--- config.mk ---
export PLATFORM = sky130hd
export DESIGN_NAME = pc_redirect_ctrl
export DESIGN_NICKNAME = d
export VERILOG_FILES = /design/src/rtl/pc_redirect_ctrl_pkg.sv /design/src/rtl/pc_redirect_ctrl_fetch_watchdog.sv /design/src/rtl/pc_redirect_ctrl.sv
export SDC_FILE = /design/constraint.sdc
export NUM_CORES = 1
export LEC_CHECK = 0
export CAP_MARGIN = 20
export CORE_AREA = 2 2 77 116
export CTS_CLUSTER_SIZE = 30
export DETAILED_ROUTE_END_ITERATION = 7
export DIE_AREA = 0 0 79 118
export GPL_TIMING_DRIVEN = 0
export MAX_ROUTING_LAYER = met4
export PLACE_DENSITY = 0.73
export SLEW_MARGIN = 0
export SYNTH_ARGS = -nofsm -noshare
export SYNTH_HDL_FRONTEND = slang
export SYNTH_HIERARCHICAL = 1
export SYNTH_SLANG_ARGS = --single-unit
--- constraint.sdc ---
create_clock -name clk -period 1.6 [get_ports clk]
set_input_delay 0.24 -clock clk [delete_from_list [all_inputs] [get_ports clk]]
set_output_delay 0.24 -clock clk [all_outputs]
set_load 0.02 [all_outputs]
--- src/rtl/pc_redirect_ctrl_pkg.sv ---
// Shared types and defaults for the PC redirect controller and its fetch watchdog.
package pc_redirect_ctrl_pkg;

  localparam int unsigned INST_ADDR_BUS   = 32;
  localparam int unsigned PCR_TIMEOUT_DEF = 255;

  typedef enum logic [0:0] {
    PCR_IDLE = 1'b0,
    PCR_PEND = 1'b1
  } pcr_state_t;

endpackage

--- src/rtl/pc_redirect_ctrl_fetch_watchdog.sv ---
// Fetch-stall watchdog: counts consecutive not-ready cycles, pulses bus_err on expiry.
module fetch_watchdog
  import pc_redirect_ctrl_pkg::*;
#(
  parameter int unsigned TIMEOUT_CYC = PCR_TIMEOUT_DEF
) (
  input  logic clk,
  input  logic rst,
  input  logic fetch_ready_i,
  output logic bus_err_o
);

  localparam int unsigned CW = (TIMEOUT_CYC < 2) ? 1 : $clog2(TIMEOUT_CYC + 1);

  logic [CW-1:0] cnt;
  logic          expired;

  assign expired = (cnt == CW'(TIMEOUT_CYC));

  always_ff @(posedge clk) begin
    if (rst) begin
      cnt       <= '0;
      bus_err_o <= 1'b0;
    end else if (fetch_ready_i) begin
      cnt       <= '0;
      bus_err_o <= 1'b0;
    end else if (expired) begin
      cnt       <= '0;
      bus_err_o <= 1'b1;
    end else begin
      // Saturate rather than wrap; unreachable while the expiry restart works.
      if (cnt != '1) cnt <= cnt + 1'b1;
      bus_err_o <= 1'b0;
    end
  end

endmodule

--- src/rtl/pc_redirect_ctrl.sv ---
// PC redirect arbitration: trap/branch selection, stalled-redirect replay and stall merge.
module pc_redirect_ctrl
  import pc_redirect_ctrl_pkg::*;
#(
  parameter int unsigned ADDR_W      = INST_ADDR_BUS,
  parameter int unsigned TIMEOUT_CYC = PCR_TIMEOUT_DEF
) (
  input  logic              clk,
  input  logic              rst,
  input  logic              trap_req_i,
  input  logic [ADDR_W-1:0] trap_addr_i,
  input  logic              br_req_i,
  input  logic [ADDR_W-1:0] br_addr_i,
  input  logic              hold_ex_i,
  input  logic              hold_id_i,
  input  logic              fetch_ready_i,
  output logic              jmp_en_o,
  output logic [ADDR_W-1:0] jmp_addr_o,
  output logic              hold_o,
  output logic              flush_o,
  output logic              pend_o,
  output logic              bus_err_o
);

  pcr_state_t        state;
  logic [ADDR_W-1:0] pend_addr;
  logic              req;
  logic [ADDR_W-1:0] sel_addr;
  logic [ADDR_W-1:0] trap_al;
  logic              jmp_en;
  logic [ADDR_W-1:0] jmp_addr;
  logic              flush;
  logic              hold;
  logic              wd_err;

  assign req      = trap_req_i | br_req_i;
  assign trap_al  = {trap_addr_i[ADDR_W-1:2], 2'b00};
  assign sel_addr = trap_req_i ? trap_al : {br_addr_i[ADDR_W-1:2], 2'b00};

  always_comb begin
    jmp_en   = 1'b0;
    jmp_addr = '0;
    flush    = 1'b0;
    unique case (state)
      PCR_IDLE: begin
        flush = req;
        if (req && fetch_ready_i) begin
          jmp_en   = 1'b1;
          jmp_addr = sel_addr;
        end
      end
      PCR_PEND: begin
        // Branches here come from squashed instructions; only a trap may override.
        flush = trap_req_i;
        if (fetch_ready_i) begin
          jmp_en   = 1'b1;
          jmp_addr = trap_req_i ? trap_al : pend_addr;
        end
      end
      default: ;
    endcase
    hold = (hold_ex_i | hold_id_i | ~fetch_ready_i | (state == PCR_PEND)) & ~jmp_en;
  end

  always_ff @(posedge clk) begin
    if (rst) begin
      state     <= PCR_IDLE;
      pend_addr <= '0;
    end else begin
      unique case (state)
        PCR_IDLE: begin
          if (req && !fetch_ready_i) begin
            pend_addr <= sel_addr;
            state     <= PCR_PEND;
          end
        end
        PCR_PEND: begin
          if (fetch_ready_i)   state     <= PCR_IDLE;
          else if (trap_req_i) pend_addr <= trap_al;
        end
        default: state <= PCR_IDLE;
      endcase
    end
  end

  fetch_watchdog #(
    .TIMEOUT_CYC (TIMEOUT_CYC)
  ) u_fetch_watchdog (
    .clk           (clk),
    .rst           (rst),
    .fetch_ready_i (fetch_ready_i),
    .bus_err_o     (wd_err)
  );

  // Reset forces every output low in the same cycle, including combinational paths.
  assign jmp_en_o   = jmp_en & ~rst;
  assign jmp_addr_o = rst ? '0 : jmp_addr;
  assign hold_o     = hold & ~rst;
  assign flush_o    = flush & ~rst;
  assign pend_o     = (state == PCR_PEND) & ~rst;
  assign bus_err_o  = wd_err & ~rst;

endmodule
### The metal 1 layer

Scale bar: 20 µm. Supply wires on this layer in grey.
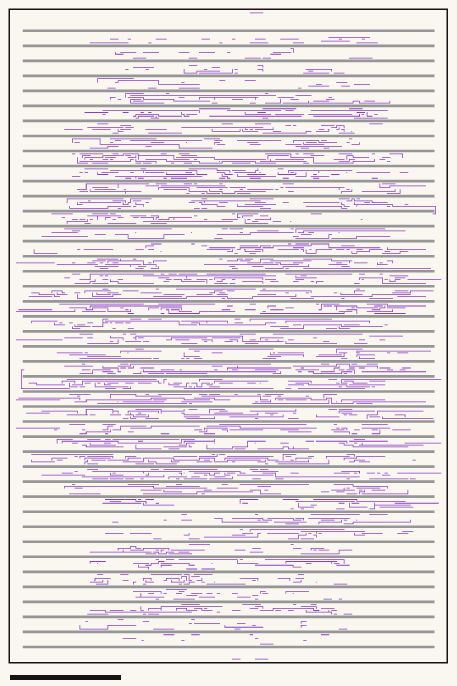
nets with wire on the layer: 558
longest straight run: 26.2 µm

==> flow_summary.json <==
{
  "antenna_found_initial": 0,
  "reg2reg_slack_ps": 60,
  "leakagePower_nw": 1.99,
  "maxClockFrequency_mhz": 529,
  "core_util_floorplan": 0.419,
  "area_growth_pct": 44.9,
  "port_buffers": 102,
  "synthAoiAreaFrac": 0.150,
  "top_cells_by_area": "dfxtp_1 (24%), mux2i_1 (17%), o32a_1 (8.3%), nor2_1 (7.6%), or3b_2 (7.3%)",
  "crit_start": "state$_SDFF_PP0_",
  "crit_path_end": "jmp_addr_o[29]",
  "setup_slack_ps": -289,
  "xor_area_frac": 0.00755,
  "required_ps": 1360,
  "top_area_cell": "dfxtp_1",
  "worstHoldStart": "fetch_ready_i",
  "hold_viol": 0,
  "h-tree-depth": 2,
  "yosysCellCount": 444,
  "critPathKind": "register to output port",
  "cts_tree": "yes",
  "n_all_buffers": 157,
  "powerDensity_nw_per_um2": 661,
  "warnings": 33,
  "start_kind": "register",
  "area_dominant_class": "combinational gates",
  "cap_viol_max_count": 0,
  "cp_cell_sequence": "nand2b_4, buf_8, buf_8, o32a_1, nor2_4, buf_6",
  "inverters": 3,
  "chipWidth_um": 79,
  "placed_area_um2": 4720,
  "holdBufCountCts": 0,
  "cts_buffers": 5,
  "fin_area_um2": 5040,
  "comb_area_frac": 0.497,
  "cpMaxStageDelayCell": "dfxtp_4",
  "comb_area_um2": 2500,
  "postSynthCellCount": 444,
  "globalplace.congestion": 0.880,
  "clk_root_buffer_cell": "clkbuf_16",
  "fin_cells": 669,
  "cts_resized": 218,
  "yosysUniqueCellTypes": 37,
  "flop_cell": "dfxtp_1",
  "min_path_cells": 3,
  "final_layout_size_suffix_gt1_frac": 0.270,
  "signal_buffer_area_fraction": 0.277,
  "min_path_type": "primary input to register",
  "dpl.hpwl_um": 8300,
  "dp.cells": 653,
  "post_cts_buffers": 7,
  "synth_warnings": 6,
  "timing.rr.start": "state$_SDFF_PP0_",
  "yosys.cell_count.top_type": "nor2_1",
  "syn-num-nets": 516,
  "setup_violations": 30,
  "worst-path-stages": 6,
  "r2r_end": "pend_addr[30]$_SDFFE_PP0P_",
  "post-place-ws_ps": -1410,
  "ys_sh_adder": 0.00360,
  "violations": "negative setup slack",
  "clk_share": 0.0293,
  "final_nets": 633,
  "fillers": 811,
  "ff2ff_path_depth": 4,
  "post-route-util": 0.606,
  "grt_overflow": 0,
  "die.size.y_um": 118,
  "clock-sinks": 42,
  "grt_usage": 0.255,
  "clock_buffers": 7,
  "peakVddDrop_mv": 0.408,
  "flop_area_um2": 845,
  "path_common_cell": "buf_8",
  "async_reset_ff_frac": 0,
  "comb_cells": 352,
  "rsz0062_at_grt": "true",
  "worstPathMaxFanout": 6,
  "seq_share": 0.168,
  "edf_count": 0,
  "final_layout_top_logic_cell": "clkdlybuf4s50_1",
  "critPathMaxStageDelay_ps": 360,
  "grt_start_max_net_pins": 13,
  "skew_ps": 3.45,
  "grt_pass1_wl_um": 18600,
  "run_status": "finished with violations",
  "min_to": "u_fetch_watchdog/cnt[6]$_SDFFE_PP0P_",
  "taps": 107,
  "mux_share": 0.167,
  "cp_num_buf_inv": 3
}
### Signal wires on met2

Cells faint in the background.
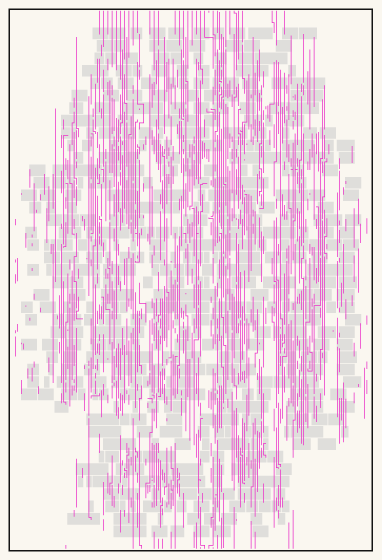
main direction: vertical
longest straight run: 54.4 µm
wire length on this layer: 6220 µm
nets with wire on the layer: 543

-- layer usage --
layer / track usage / part of all wire
met2: 0.448 / 0.53
met3: 0.0345 / 0.049
met5: - / 0
met4: 0.117 / 0.024
met1: 0.278 / 0.40
-- flip-flops by register name, summed over array words and instances (netlist names) --
name and flops:
pend_addr 32, state 1, u_fetch_watchdog/bus_err_o 1, u_fetch_watchdog/cnt 8
-- through the flow --
stage               setup TNS [ps]  hold slack [ps]  power [mW]
finish                       -6670              448        3.33
global route                 -7960              484        3.47
CTS                          -7360              452        3.31
detailed placement          -54360              454        2.23
global placement            -53310              439        2.20
floorplan                     -137              422        1.80
-- power breakdown --
part           internal, mW  switching (mW)
logic                 0.568           0.550
clock network         0.620           0.433
registers              1.12          0.0420
total                  2.31            1.02
Power figures rest on the tool's default switching activity, not on a simulated workload.
